### Placement by cell class, run 1

Scale bar: 20 µm.
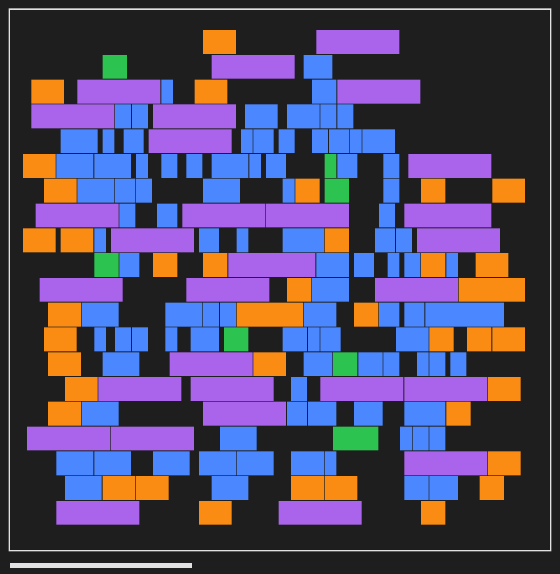
### Congestion heat map, run 1

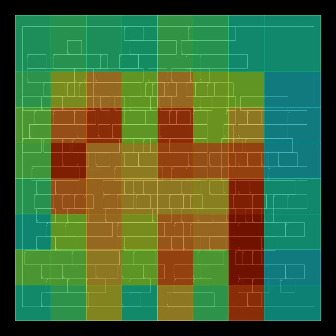
### Metal layers overlaid, run 1

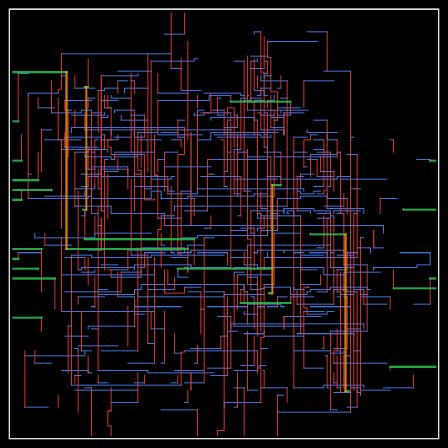
### Clock wires, drivers and flops, run 1

Scale bar: 20 µm.
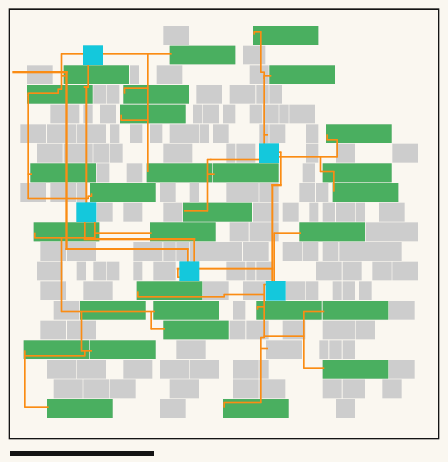
$ cat src/rtl/p2s_serializer.sv
// Parallel-to-serial engine with sclk/latch generation for 595-style chains.
// Define P2S_CHAIN_EN to add s_in daisy-chain fill and q readback.
module p2s_serializer #(
  parameter int WIDTH     = 16,
  parameter int DIV       = 4,
  parameter int MSB_FIRST = 1
) (
  input  logic             clk,
  input  logic             rst_n,
  input  logic             start,
  input  logic [WIDTH-1:0] p_in,
`ifdef P2S_CHAIN_EN
  input  logic             s_in,
  output logic [WIDTH-1:0] q,
`endif
  output logic             ready,
  output logic             sdata,
  output logic             sclk,
  output logic             latch,
  output logic             done
);

  localparam int DW = $clog2(DIV + 1);
  localparam int BW = $clog2(WIDTH);
  localparam logic [DW-1:0] DIV_M1 = DW'(DIV - 1);
  localparam logic [BW-1:0] BIT_LAST = BW'(WIDTH - 1);

  typedef enum logic [2:0] {
    IDLE,
    SHIFT_LO,
    SHIFT_HI,
    LATCH,
    DONE
  } state_t;

  state_t           r_state;
  state_t           w_next;
  logic [DW-1:0]    r_div;
  logic [DW-1:0]    w_div_nxt;
  logic [BW-1:0]    r_bit;
  logic [BW-1:0]    w_bit_nxt;
  logic [WIDTH-1:0] r_shift;
  logic [WIDTH-1:0] w_shifted;
  logic             r_sdata;
  logic             r_sclk;
  logic             r_latch;
  logic             r_done;
  logic             w_sdata_nxt;
  logic             w_load;
  logic             w_shift;
  logic             w_fill;
  logic             w_first;
  logic             w_next_bit;
  logic             w_div_end;

`ifdef P2S_CHAIN_EN
  assign w_fill = s_in;
  assign q      = r_shift;
`else
  assign w_fill = 1'b0;
`endif

  // The output end is the MSB when MSB_FIRST, otherwise the LSB.
  assign w_shifted = (MSB_FIRST != 0)
                   ? {r_shift[WIDTH-2:0], w_fill}
                   : {w_fill, r_shift[WIDTH-1:1]};

  assign w_first    = (MSB_FIRST != 0) ? p_in[WIDTH-1]
                                       : p_in[0];
  assign w_next_bit = (MSB_FIRST != 0) ? w_shifted[WIDTH-1]
                                       : w_shifted[0];
  assign w_div_end  = (r_div == DIV_M1);

  always_comb begin
    w_next      = r_state;
    w_div_nxt   = r_div;
    w_bit_nxt   = r_bit;
    w_sdata_nxt = r_sdata;
    w_load      = 1'b0;
    w_shift     = 1'b0;
    unique case (r_state)
      IDLE: begin
        if (start) begin
          w_next      = SHIFT_LO;
          w_load      = 1'b1;
          w_div_nxt   = '0;
          w_bit_nxt   = '0;
          w_sdata_nxt = w_first;
        end
      end
      SHIFT_LO: begin
        if (w_div_end) begin
          w_next    = SHIFT_HI;
          w_div_nxt = '0;
        end else begin
          w_div_nxt = r_div + DW'(1);
        end
      end
      SHIFT_HI: begin
        if (w_div_end) begin
          w_div_nxt = '0;
          // Shift on the last bit too, so q collects WIDTH s_in samples.
          w_shift   = 1'b1;
          if (r_bit != BIT_LAST) begin
            w_next      = SHIFT_LO;
            w_bit_nxt   = r_bit + BW'(1);
            w_sdata_nxt = w_next_bit;
          end else begin
            w_next      = LATCH;
            w_sdata_nxt = 1'b0;
          end
        end else begin
          w_div_nxt = r_div + DW'(1);
        end
      end
      LATCH: begin
        if (w_div_end) begin
          w_next    = DONE;
          w_div_nxt = '0;
        end else begin
          w_div_nxt = r_div + DW'(1);
        end
      end
      DONE: begin
        w_next = IDLE;
      end
      default: begin
        w_next = IDLE;
      end
    endcase
  end

  always_ff @(posedge clk or negedge rst_n) begin
    if (!rst_n) begin
      r_state <= IDLE;
      r_div   <= '0;
      r_bit   <= '0;
      r_shift <= '0;
      r_sdata <= 1'b0;
      r_sclk  <= 1'b0;
      r_latch <= 1'b0;
      r_done  <= 1'b0;
    end else begin
      r_state <= w_next;
      r_div   <= w_div_nxt;
      r_bit   <= w_bit_nxt;
      if (w_load) begin
        r_shift <= p_in;
      end else if (w_shift) begin
        r_shift <= w_shifted;
      end
      r_sdata <= w_sdata_nxt;
      r_sclk  <= (w_next == SHIFT_HI);
      r_latch <= (w_next == LATCH);
      r_done  <= (w_next == DONE);
    end
  end

  assign ready = (r_state == IDLE);
  assign sdata = r_sdata;
  assign sclk  = r_sclk;
  assign latch = r_latch;
  assign done  = r_done;

endmodule
$ cat config.mk
export PLATFORM = sky130hd
export DESIGN_NAME = p2s_serializer
export DESIGN_NICKNAME = d
export VERILOG_FILES = /design/src/rtl/p2s_serializer.sv
export SDC_FILE = /design/constraint.sdc
export NUM_CORES = 1
export LEC_CHECK = 0
export CORE_UTILIZATION = 45
export CTS_CLUSTER_SIZE = 10
export DETAILED_ROUTE_END_ITERATION = 12
export HOLD_SLACK_MARGIN = 0.02
export PLACE_DENSITY = 0.69
export SLEW_MARGIN = 20
export SYNTH_ARGS = -nofsm -noshare
export SYNTH_HDL_FRONTEND = slang
export SYNTH_SLANG_ARGS = --single-unit
$ cat constraint.sdc
create_clock -name clk -period 2.1 [get_ports clk]
set_input_delay 0.525 -clock clk [delete_from_list [all_inputs] [get_ports clk]]
set_output_delay 0.525 -clock clk [all_outputs]
set_load 0.005 [all_outputs]
==> out/summary.json, run 1 <==
{
  "edf_count": {"value": 0},
  "status": {"value": "complete, no violations"},
  "ctsResizeCount": {"value": 2},
  "cts_hold_buf": {"value": 0},
  "num-multi-input-gates": {"value": 93},
  "yosys-stat-area": {"value": 1480, "unit": "µm²"},
  "power.group.top": {"value": "sequential cells"},
  "root_buffer": {"value": "sky130_fd_sc_hd__clkbuf_4"},
  "routedLengthMet1": {"value": 1430, "unit": "µm"},
  "tritoncts_num_sinks": {"value": 29},
  "path_class": {"value": "flip-flop to primary output"},
  "min_period_over_period": {"value": 96.4, "unit": "%"},
  "fillers": {"value": 260},
  "grt_setup_unrepaired": {"value": "no"},
  "max-slew-margin-rel": {"value": 70.9, "unit": "%"},
  "layout-drive-gt1-share": {"value": 23.5, "unit": "%"},
  "yosys-stat-cells": {"value": 134},
  "routed-wl-met3": {"value": 121, "unit": "µm"},
  "post_cts_setup_repair_bufs": {"value": 0},
  "sw_frac_of_total": {"value": 23.9, "unit": "%"},
  "log.warning_count": {"value": 26},
  "power.leakage": {"value": 0.000828, "unit": "µW"},
  "period_needed": {"value": 2.03, "unit": "ns"},
  "clock_cell_area_share": {"value": 2.89, "unit": "%"},
  "synth-simple-area-share": {"value": 16.4, "unit": "%"},
  "antenna_violations_before_repair": {"value": 0},
  "p_int": {"value": 809, "unit": "µW"},
  "place_area": {"value": 1800, "unit": "µm²"},
  "drt-wirelength-per-cell": {"value": 15.0, "unit": "µm"},
  "globalRouteOverflowTotal": {"value": 0},
  "final.clkbuf_count": {"value": 7},
  "die_area": {"value": 3510, "unit": "µm²"},
  "synth_cell_types": {"value": 37},
  "h_tree_levels": {"value": 2},
  "num-nonclk-inverters": {"value": 3},
  "synth-compound-area-share": {"value": 12.6, "unit": "%"},
  "vdd_ir_drop_max": {"value": 0.000317, "unit": "V"},
  "floorplan.nets": {"value": 155},
  "cts-root-to-sink-buffers": {"value": 2},
  "clkTransAtPathRegs": {"value": 0.09, "unit": "ns"},
  "highest-signal-layer": {"value": "met4"},
  "numSynthFlops": {"value": 29},
  "floorplan.core_util": {"value": 48.0, "unit": "%"},
  "first_pass_grt_wire_length": {"value": 5310, "unit": "µm"},
  "largest_reg_flops": {"value": 15},
  "post_synth_main_area_contributors": {"value": "sky130_fd_sc_hd__dfrtp_1 (49%), sky130_fd_sc_hd__mux2_2 (11%), sky130_fd_sc_hd__a21oi_1 (3.4%), sky130_fd_sc_hd__o21ai_0 (3.4%), sky130_fd_sc_hd__mux2_1 (3.1%)"},
  "total_switching_power": {"value": 254, "unit": "µW"},
  "setup_violations": {"value": 0},
  "logic_area": {"value": 687, "unit": "µm²"},
  "seq-power": {"value": 581, "unit": "µW"},
  "syn-mean-instance-area": {"value": 11.0, "unit": "µm²"},
  "die_w": {"value": 59.3, "unit": "µm"},
  "yosys.area.top_type": {"value": "sky130_fd_sc_hd__dfrtp_1"},
  "drt_first_iter_violations": {"value": 28},
  "ys_top_logic_family": {"value": "simple AND/OR/NAND/NOR gates"},
  "layout.nets": {"value": 191},
  "yosysWarningCount": {"value": 0},
  "max_cap_violations": {"value": 0},
  "hpwl": {"value": 2110, "unit": "µm"},
  "dominant_logic_cell_type_in_the_layout": {"value": "sky130_fd_sc_hd__dfrtp_1"},
  "synthesis.instances": {"value": 134},
  "rows": {"value": 20},
  "final_cell_mix": {"value": "sky130_fd_sc_hd__dfrtp_1 (27), sky130_fd_sc_hd__clkdlybuf4s50_1 (23), sky130_fd_sc_hd__mux2_2 (14), sky130_fd_sc_hd__buf_4 (13)"},
  "xor_share": {"value": 0, "unit": "%"},
  "viasPerCell": {"value": 5.49},
  "timing.critical_path.from_type": {"value": "flip-flop"},
  "antenna_cells": {"value": 0},
  "sequential_cell_area": {"value": 728, "unit": "µm²"},
  "top_cells_by_count": {"value": "sky130_fd_sc_hd__dfrtp_1 (29), sky130_fd_sc_hd__mux2_2 (14), sky130_fd_sc_hd__a21oi_1 (10), sky130_fd_sc_hd__o21ai_0 (10), sky130_fd_sc_hd__nor2_1 (9)"},
  "grtUsageMet2": {"value": 34.0, "unit": "%"},
  "yosysSeqAreaShare": {"value": 49.2, "unit": "%"},
  "total_cts_buffers": {"value": 5},
  "mux_area_fraction": {"value": 15.8, "unit": "%"},
  "finalSetupTns": {"value": 0, "unit": "ns"},
  "comb_area_share": {"value": 36.1, "unit": "%"},
  "worst-slew-pin-transition": {"value": 0.431, "unit": "ns"},
  "crit_required": {"value": 1.57, "unit": "ns"},
  "top_cell": {"value": "sky130_fd_sc_hd__dfrtp_1"},
  "fp.coreArea": {"value": 3080, "unit": "µm²"},
  "grt.busiest_layer": {"value": "met2"},
  "fin_ws": {"value": 0.0747, "unit": "ns"},
  "dpl.cell_count": {"value": 201},
  "synth_largest_type_area_fraction": {"value": 49.2, "unit": "%"},
  "final-instance-count-excl-fill": {"value": 214},
  "seq_cell_count": {"value": 29},
  "dieHeight": {"value": 59.3, "unit": "µm"},
  "asyncSetResetFlopFracSynth": {"value": 100, "unit": "%"},
  "share_seq_of_total_power": {"value": 54.6, "unit": "%"},
  "top_register": {"value": "r_shift"},
  "buffer_area_share": {"value": 19.3, "unit": "%"},
  "flow.area_growth_from_synthesis": {"value": 29.0, "unit": "%"},
  "drt_wl_total": {"value": 3210, "unit": "µm"},
  "drt.antenna.violating_nets": {"value": 0},
  "remaining_drc_errors": {"value": 0},
  "buffers_excl_clock": {"value": 38},
  "worstPathMaxFanout": {"value": 5},
  "final-hold-violation-count": {"value": 0},
  "tritoncts": {"value": "yes"},
  "achievable_freq": {"value": 0.494, "unit": "GHz"},
  "grt_start_max_net_pins": {"value": 30},
  "comb_power_share": {"value": 12.5, "unit": "%"},
  "ys_dominant_reg_cell": {"value": "sky130_fd_sc_hd__dfrtp_1"},
  "critPathCaptureType": {"value": "primary output"},
  "vias": {"value": 1175},
  "slew_viol_final": {"value": 0},
  "pin_count": {"value": 24},
  "buffer_ports.inserted": {"value": 23},
  "place_congestion": {"value": 0.826},
  "pre_cts_ws": {"value": -0.0676, "unit": "ns"},
  "worst_ep_arrival_time": {"value": 1.50, "unit": "ns"},
  "dr.pass1.iters": {"value": 4},
  "power.density": {"value": 558, "unit": "nW/µm²"},
  "seqAreaFraction": {"value": 38.2, "unit": "%"},
  "grtUsageMet1": {"value": 25.9, "unit": "%"},
  "wl_met2": {"value": 1580, "unit": "µm"},
  "first_global_vias": {"value": 1182},
  "layout.cell_area.non_filler": {"value": 1900, "unit": "µm²"}
}
About 'Placement by cell class':
- blue: remaining logic cells (cells 96)
- green: clock drivers and dummy loads (cells 7)
- orange: remaining buffers and delay cells (cells 38)
- purple: registers (cells 29)

About 'Congestion heat map':
fraction of met3 tracks used by global routing: 4.59%
global router's overall resource usage: 21.3%
Final Util: 61.9%

About 'Metal layers overlaid':
- blue: M1 (wire length 1430 µm)
- green: M3 (wire length 122 µm)
- orange: M4 (wire length 78.2 µm)
- red: M2 (wire length 1580 µm)

About 'Clock wires, drivers and flops':
- green: flip-flops (count 29)
- orange: clock wires (length 420 µm)
- cyan: clock-net drivers (count 5)
- flops lie: spread over the die
- routed clock nets: 6
clock share of power: 32.9%
clock skew: 0.00501 ns
clock latency of the later-clocked register in the worst-skew pair: 0.33 ns
power dissipated in the clock network: 349 µW

run 1: path summary, 6_finish.rpt:
check / cells after the start / end / start
worst min-delay path: 1 / r_state[0] / r_state[2]
min in group asynchronous: 2 / sdata / rst_n
worst max register to register: 5 / r_shift[9] / r_state[2]
worst max-delay path: 2 / ready / r_state[0]
max in group asynchronous: 2 / r_state[2] / rst_n
worst min register to register: 1 / r_state[0] / r_state[2]
run 1: worst max-delay path, cell delays in order, from the launching register on:
cell                              delay, ns
sky130_fd_sc_hd__dfrtp_1               0.45
sky130_fd_sc_hd__nor3_1                0.20
sky130_fd_sc_hd__clkdlybuf4s50_1       0.53
### Floorplan with the power grid, run 1

Scale bar: 20 µm. Pins as bars on the die edge.
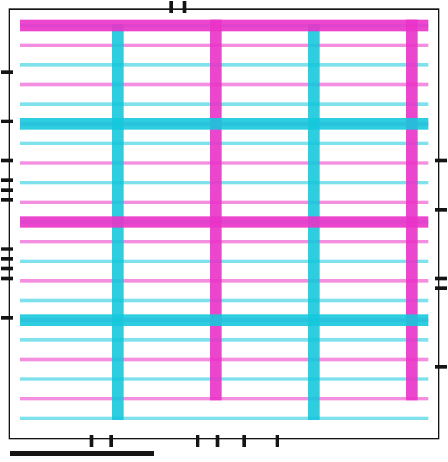

## Run 2: what changed since run 1
--- a/config.mk
+++ b/config.mk
@@ -5,11 +5,12 @@
 export SDC_FILE = /design/constraint.sdc
 export NUM_CORES = 1
 export LEC_CHECK = 0
-export CORE_UTILIZATION = 45
+export CELL_PAD_IN_SITES_DETAIL_PLACEMENT = 1
+export CELL_PAD_IN_SITES_GLOBAL_PLACEMENT = 2
+export CORE_UTILIZATION = 34
 export CTS_CLUSTER_SIZE = 10
 export DETAILED_ROUTE_END_ITERATION = 12
-export HOLD_SLACK_MARGIN = 0.02
-export PLACE_DENSITY = 0.69
+export PLACE_DENSITY_LB_ADDON = 0.1
 export SLEW_MARGIN = 20
 export SYNTH_ARGS = -nofsm -noshare
 export SYNTH_HDL_FRONTEND = slang
### Floorplan with the power grid, run 2

Scale bar: 20 µm. Pins as bars on the die edge.
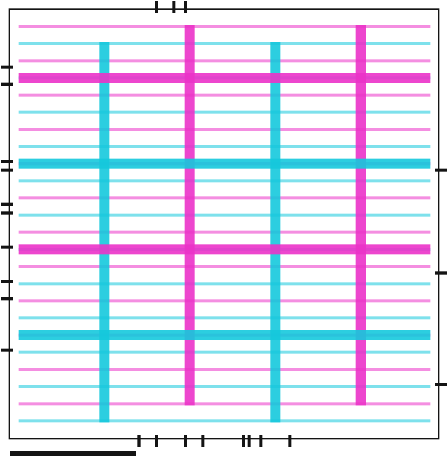
- magenta: VDD
- cyan: VSS
- met4 straps: 4
- signal pins: 24
Core Footprint: 4090 µm²
VDD IR-drop max: 0.000361 V
Die H: 67.9 µm
chip width: 67.9 µm

==> out/summary.json, run 2 <==
{
  "status": {"value": "complete, no violations"},
  "seq_cell_count": {"value": 29, "change": "unchanged"},
  "final.clkbuf_count": {"value": 7, "change": "unchanged"},
  "yosysSeqAreaShare": {"value": 49.2, "unit": "%", "change": "unchanged"},
  "layout-drive-gt1-share": {"value": 21.8, "unit": "%", "change": "-1.7 points"},
  "largest_reg_flops": {"value": 15, "change": "unchanged"},
  "num-nonclk-inverters": {"value": 3, "change": "unchanged"},
  "final_cell_mix": {"value": "sky130_fd_sc_hd__dfrtp_1 (27), sky130_fd_sc_hd__clkdlybuf4s50_1 (23), sky130_fd_sc_hd__mux2_2 (14), sky130_fd_sc_hd__o21ai_0 (10), sky130_fd_sc_hd__a21oi_1 (10)"},
  "first_pass_grt_wire_length": {"value": 6350, "unit": "µm", "change": "+20%"},
  "slowest_delay": {"value": 0.54, "unit": "ns", "change": "about the same"},
  "timing.critical_path.from_type": {"value": "flip-flop"},
  "xor_share": {"value": 0, "unit": "%", "change": "unchanged"},
  "achievable_freq": {"value": 0.485, "unit": "GHz", "change": "-1.8%"},
  "h_tree_levels": {"value": 2, "change": "unchanged"},
  "floorplan.core_util": {"value": 36.1, "unit": "%", "change": "-12 points"},
  "logic_area": {"value": 687, "unit": "µm²", "change": "unchanged"},
  "grt_start_max_net_pins": {"value": 30, "change": "unchanged"},
  "top_register": {"value": "r_shift"},
  "drt_wl_total": {"value": 3690, "unit": "µm", "change": "+15%"},
  "flow.area_growth_from_synthesis": {"value": 29.6, "unit": "%"},
  "synth-simple-area-share": {"value": 16.4, "unit": "%", "change": "unchanged"},
  "dpl.cell_count": {"value": 207, "change": "+3.0%"},
  "critPathCaptureType": {"value": "primary output"},
  "log.warning_count": {"value": 26, "change": "unchanged"},
  "total_cts_buffers": {"value": 5, "change": "unchanged"},
  "syn-mean-instance-area": {"value": 11.0, "unit": "µm²", "change": "unchanged"},
  "buffer_area_share": {"value": 16.9, "unit": "%", "change": "-2.4 points"},
  "dr.pass1.iters": {"value": 4, "change": "unchanged"},
  "tritoncts_num_sinks": {"value": 29, "change": "unchanged"},
  "synth-compound-area-share": {"value": 12.6, "unit": "%", "change": "unchanged"},
  "yosys-stat-cells": {"value": 134, "change": "unchanged"},
  "pin_count": {"value": 24, "change": "unchanged"},
  "final-instance-count-excl-fill": {"value": 215, "change": "+0.47%"},
  "max-slew-margin-rel": {"value": 71.9, "unit": "%", "change": "+0.96 points"},
  "final-hold-violation-count": {"value": 0, "change": "unchanged"},
  "yosys-stat-area": {"value": 1480, "unit": "µm²", "change": "unchanged"},
  "worst-slew-pin-transition": {"value": 0.420, "unit": "ns", "change": "-0.0111 ns"},
  "grt.busiest_layer": {"value": "met2"},
  "layout.nets": {"value": 185, "change": "-3.1%"},
  "finalSetupTns": {"value": 0, "unit": "ns", "change": "unchanged"},
  "slew_viol_final": {"value": 0, "change": "unchanged"},
  "ys_top_logic_family": {"value": "simple AND/OR/NAND/NOR gates"},
  "global_route.usage.met3": {"value": 4.00, "unit": "%", "change": "-0.59 points"},
  "die_area": {"value": 4610, "unit": "µm²", "change": "+31%"},
  "fin_ws": {"value": 0.0368, "unit": "ns", "change": "-0.0379 ns"},
  "comb_area_share": {"value": 35.9, "unit": "%", "change": "-0.16 points"},
  "clock_cell_area_share": {"value": 5.30, "unit": "%", "change": "+2.4 points"},
  "yosys.area.top_type": {"value": "sky130_fd_sc_hd__dfrtp_1"},
  "vias": {"value": 1178, "change": "+0.26%"},
  "viasPerCell": {"value": 5.48, "change": "-0.21%"},
  "routedLengthMet1": {"value": 1650, "unit": "µm", "change": "+15%"},
  "crit_path_top_delay_cell": {"value": "sky130_fd_sc_hd__clkdlybuf4s50_1"},
  "min_period_over_period": {"value": 98.2, "unit": "%", "change": "+1.8 points"},
  "grtUsageMet2": {"value": 33.9, "unit": "%", "change": "-0.12 points"},
  "place_area": {"value": 1810, "unit": "µm²", "change": "+0.42%"},
  "max_cap_violations": {"value": 0, "change": "unchanged"},
  "top_cell": {"value": "sky130_fd_sc_hd__dfrtp_1"},
  "synth_largest_type_area_fraction": {"value": 49.2, "unit": "%", "change": "unchanged"},
  "grtUsageMet1": {"value": 23.4, "unit": "%", "change": "-2.5 points"},
  "ys_dominant_reg_cell": {"value": "sky130_fd_sc_hd__dfrtp_1"},
  "setup_violations": {"value": 0, "change": "unchanged"},
  "antenna_violations_before_repair": {"value": 0, "change": "unchanged"},
  "globalRouteOverflowTotal": {"value": 0, "change": "unchanged"},
  "worst-path-buf-inv": {"value": 1, "change": "unchanged"},
  "ctsResizeCount": {"value": 1, "change": "-1"},
  "clkTransAtPathRegs": {"value": 0.07, "unit": "ns", "change": "-0.02 ns"},
  "synth_cell_types": {"value": 37, "change": "unchanged"},
  "grt_setup_unrepaired": {"value": "no"},
  "period_needed": {"value": 2.06, "unit": "ns", "change": "+0.0379 ns"},
  "post_cts_setup_repair_bufs": {"value": 0, "change": "unchanged"},
  "power.density": {"value": 644, "unit": "nW/µm²", "change": "+15%"},
  "hpwl": {"value": 2530, "unit": "µm", "change": "+20%"},
  "root_buffer": {"value": "sky130_fd_sc_hd__clkbuf_8"},
  "globalRouteTotalUtil": {"value": 19.7, "unit": "%", "change": "-1.6 points"},
  "worstPathMaxFanout": {"value": 15, "change": "+10"}
}
==> run 2: cell counts after synthesis <==
No cell type changed its count.
==> run 2: final timing paths <==
check | cells past startpoint | endpoint | slack, ns | from
worst max register to register | 4 | r_shift[12] | 0.36 | r_state[0]
min in group asynchronous | 2 | r_div[1] | 0.63 | rst_n
worst min-delay path | 1 | r_shift[13] | 0.49 | r_shift[13]
worst max-delay path | 2 | ready | 0.04 | r_state[1]
max in group asynchronous | 2 | r_state[1] | 1.15 | rst_n
worst min register to register | 1 | r_shift[13] | 0.49 | r_shift[13]
==> run 2: report_power, final <==
group	internal, µW	leakage (µW)	switching (µW)
Sequential	572	0.000373	13.6
Combinational	73.4	0.000395	48.9
Clock	296	0.0000542	228
No activity file was given, so power comes from the tool's default toggle rates.
